[src/rtl/uart_tx_byte.sv]
// Byte-wide UART transmitter: 8-N-1 framing with optional even parity.
// A byte is accepted on valid_in && ready_out and shifted out LSB-first on tx_out.
module uart_tx_byte #(
  parameter int unsigned CLKS_PER_BIT = 434,
  parameter int unsigned PARITY_EN    = 0
) (
  input  logic       clk,
  input  logic       rst,
  input  logic       ena,
  input  logic [7:0] data_in,
  input  logic       valid_in,
  output logic       ready_out,
  output logic       tx_out,
  output logic       busy_out
);

  localparam int unsigned CntW = (CLKS_PER_BIT > 1) ? $clog2(CLKS_PER_BIT) : 1;
  localparam logic [CntW-1:0] CntMax = CntW'(CLKS_PER_BIT - 1);

  typedef enum logic [2:0] {
    StIdle,
    StStart,
    StData,
    StParity,
    StStop
  } state_e;

  state_e          state_q;
  logic [CntW-1:0] cnt_q;
  logic [2:0]      idx_q;
  logic [7:0]      shreg_q;
  logic            par_q;
  logic            tx_q;
  logic            busy_q;

  logic            bit_done;

  assign bit_done  = (cnt_q == CntMax);
  // Depends only on registered state plus ena/rst, never on valid_in.
  assign ready_out = (state_q == StIdle) && ena && !rst;
  assign tx_out    = tx_q;
  assign busy_out  = busy_q;

  // Frame sequencer: state, baud/bit counters, shift register and registered outputs.
  always_ff @(posedge clk) begin
    if (rst) begin
      state_q <= StIdle;
      cnt_q   <= '0;
      idx_q   <= '0;
      shreg_q <= '0;
      par_q   <= 1'b0;
      tx_q    <= 1'b1;
      busy_q  <= 1'b0;
    end else if (ena) begin
      case (state_q)
        StIdle: begin
          tx_q   <= 1'b1;
          busy_q <= 1'b0;
          cnt_q  <= '0;
          if (valid_in) begin
            shreg_q <= data_in;
            par_q   <= (PARITY_EN != 0) ? ^data_in : 1'b0;
            idx_q   <= '0;
            state_q <= StStart;
            tx_q    <= 1'b0;
            busy_q  <= 1'b1;
          end
        end

        StStart: begin
          if (bit_done) begin
            cnt_q   <= '0;
            state_q <= StData;
            tx_q    <= shreg_q[0];
          end else begin
            cnt_q <= cnt_q + 1'b1;
          end
        end

        StData: begin
          if (bit_done) begin
            cnt_q   <= '0;
            shreg_q <= {1'b0, shreg_q[7:1]};
            if (idx_q == 3'd7) begin
              idx_q <= '0;
              if (PARITY_EN != 0) begin
                state_q <= StParity;
                tx_q    <= par_q;
              end else begin
                state_q <= StStop;
                tx_q    <= 1'b1;
              end
            end else begin
              idx_q <= idx_q + 1'b1;
              // Next data bit sits at [1] before this shift lands.
              tx_q  <= shreg_q[1];
            end
          end else begin
            cnt_q <= cnt_q + 1'b1;
          end
        end

        StParity: begin
          if (bit_done) begin
            cnt_q   <= '0;
            state_q <= StStop;
            tx_q    <= 1'b1;
          end else begin
            cnt_q <= cnt_q + 1'b1;
          end
        end

        StStop: begin
          if (bit_done) begin
            cnt_q   <= '0;
            state_q <= StIdle;
            tx_q    <= 1'b1;
            busy_q  <= 1'b0;
          end else begin
            cnt_q <= cnt_q + 1'b1;
          end
        end

        default: begin
          state_q <= StIdle;
          cnt_q   <= '0;
          idx_q   <= '0;
          tx_q    <= 1'b1;
          busy_q  <= 1'b0;
        end
      endcase
    end
  end

endmodule
[config.mk]
export PLATFORM = sky130hd
export DESIGN_NAME = uart_tx_byte
export DESIGN_NICKNAME = d
export VERILOG_FILES = /design/src/rtl/uart_tx_byte.sv
export SDC_FILE = /design/constraint.sdc
export NUM_CORES = 1
export LEC_CHECK = 0
export ABC_AREA = 1
export CORE_MARGIN = 2
export CORE_UTILIZATION = 35
export CTS_BUF_LIST = sky130_fd_sc_hd__clkbuf_8
export DETAILED_ROUTE_END_ITERATION = 10
export PLACE_DENSITY = 0.51
export SYNTH_ARGS = -nofsm -noshare
export SYNTH_HDL_FRONTEND = slang
export SYNTH_SLANG_ARGS = --single-unit
[constraint.sdc]
create_clock -name clk -period 3.2 [get_ports clk]
set_input_delay 0.48 -clock clk [delete_from_list [all_inputs] [get_ports clk]]
set_output_delay 0.48 -clock clk [all_outputs]
set_load 0.01 [all_outputs]
Power grid:
Scale bar: 20 um. Pins as bars on the die edge.
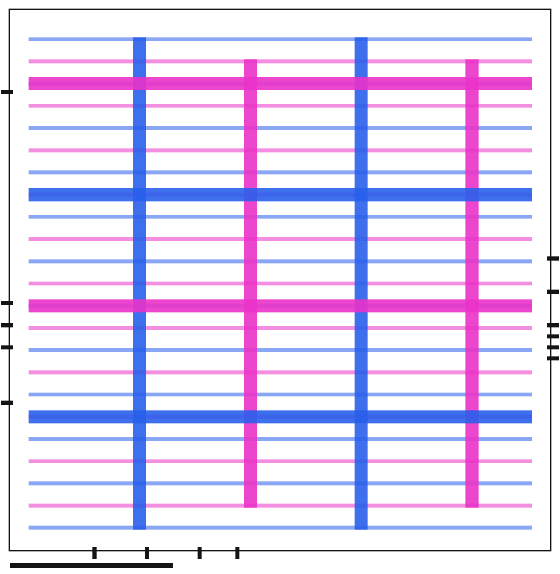
Key: blue = VSS; magenta = VDD
4 straps on met4. 4 straps on met5. 23 met1 rails follow the rows.
VDD IR max: 338 uV
Die H: 66.1 um

Placed cells, one color a class:
Scale bar: 20 um.
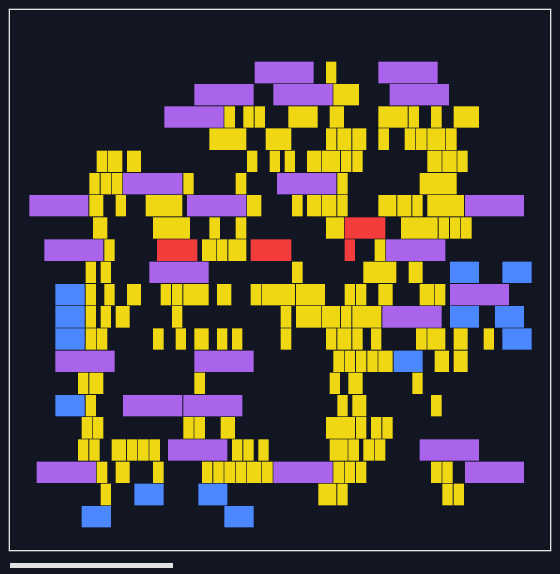
Key: yellow = combinational and other logic [cells 170]; red = clock drivers and dummy loads [cells 4]; purple = flops [cells 25]; blue = other buffers and delay cells [cells 14]
core region area: 3690 sq um
sequential share of cell area: 0.318
Post-Layout Inst Area: 1570 sq um
Row Count: 22

Routed clock nets over the placement:
Scale bar: 20 um.
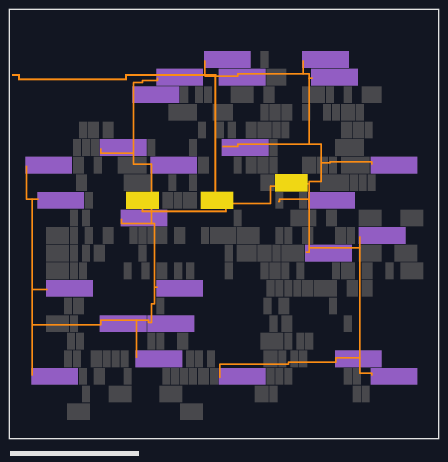
Key: purple = flip-flops [count 25]; orange = clock wires [length 339 um]; yellow = clock drivers [count 3]
Position of the flops: spread over the die. There are 4 routed clock nets.
Worst-Skew Late Latency: 270 ps
Worst Clk Skew: 10.3 ps
clock group power: 185 uW
Clock power frac: 0.172

==> impl_metrics.toml <==
# flow metrics
[clocking]
clock-sinks = 25
clk_pin_slew_ps = 80

[routing]
highest_layer = "met4"
drtAntennaViolNets = 0
dr.pass1.iters = 4
wl_met1_um = 1390
drtIter0Drc = 81
viasPerCell = 4.69
wirelength_um = 2730
wl_met2_um = 1170

[final_timing]
final-setup-viol-count = 0
min_period_ps = 2590
worst_pin_slew_ps = 491
setup_tns_ps = 0
hold_ws_ps = 460
layout_setup_ws_ps = 614

[synthesis]
ys.flops = 25
synth_seq_share = 0.370
synthMuxAreaShare = 0
yosys_warnings = 0
ys_types = 27
synthTopLogicFamily = "simple AND/OR/NAND/NOR gates"
simple_gate_area_frac = 0.393
synthAoiAreaFrac = 0.0954

[floorplanning]
die_x_um = 66.1
die_area_sq_um = 4370
pin_count = 15

[worst_setup_path]
cp-start-kind = "input port"
reg2reg_depth = 8
r2r_slack_ps = 1390
path_max_fanout = 9
crit_top_cell = "clkdlybuf4s50_1"
cp_data_arrival_time_ps = 2110
critPathKind = "input port to output port"
setup.worst_path.start = "ena"
r2r-start = "state_q[1]"
r2r_end = "shreg_q[6]"

[layout]
drive_gt1_frac = 0.108

[power]
total_power_mw = 1.07
powerDensity_nw_per_um2 = 681

[placement]
gp_congestion = 0.857
hpwl_um = 2090

[global_routing]
grt_pass1_wl_um = 4990
antenna_found_initial = 0
busiest_layer = "met2"
grt_overflow_total = 0
met3_usage = 0.0358

[outcome]
status = "finished clean"
-- cell usage after synthesis (all sizes together) --
cell type	count	area share
clkinv	1	0.0065
nor3b	2	0.019
or2	1	0.0046
dfxtp	25	0.37
nor3	7	0.037
nand2	54	0.17
nor4	1	0.0046
nand3	8	0.037
xnor2	1	0.0065
o21ai	16	0.062
nor2	39	0.11
clkbuf	1	0.0028
inv	22	0.061
buf	3	0.015
nand4	3	0.014
ha	4	0.037
a21oi	9	0.033
xor2	2	0.013
-- layout by cell type, fill, tap and decap left out, types with 6 or more instances in the layout --
| cell type | count |
|---|---|
| o21ai_1 | 13 |
| nand2_1 | 49 |
| inv_1 | 19 |
| dfxtp_1 | 25 |
| nand3_1 | 6 |
| nor2_1 | 38 |
| clkdlybuf4s50_1 | 14 |
| a21oi_1 | 9 |
-- state kept, by name, summed over array words and instances, names as in the netlist --
| register | cells |
|---|---|
| cnt_q | 9 |
| shreg_q | 8 |
| idx_q | 3 |
| state_q | 3 |
| busy_out | 1 |
| tx_out | 1 |
-- power breakdown --
| part | switching (mW) | internal [mW] | total [mW] |
|---|---|---|---|
| clock | 0.0990 | 0.0858 | 0.185 |
| combinational | 0.288 | 0.163 | 0.451 |
| sequential | 0.0532 | 0.383 | 0.436 |
| total | 0.441 | 0.631 | 1.07 |
-- critical path, delay by kind of cell --
kind	cells	cell delay, ps
buffers and inverters	3	1420
AND/OR/NAND/NOR	1	210
-- cell type report --
| type | instances | share of cell area |
|---|---|---|
| Inverter | 23 | 0.0581 |
| Clock buffer | 3 | 0.0263 |
| Tap cell | 48 | 0.0382 |
| Multi-Input combinational cell | 147 | 0.468 |
| Clock inverter | 1 | 0.00239 |
| Timing Repair Buffer | 14 | 0.0891 |
| Sequential cell | 25 | 0.318 |
Power is estimated from default activity; no workload was simulated.
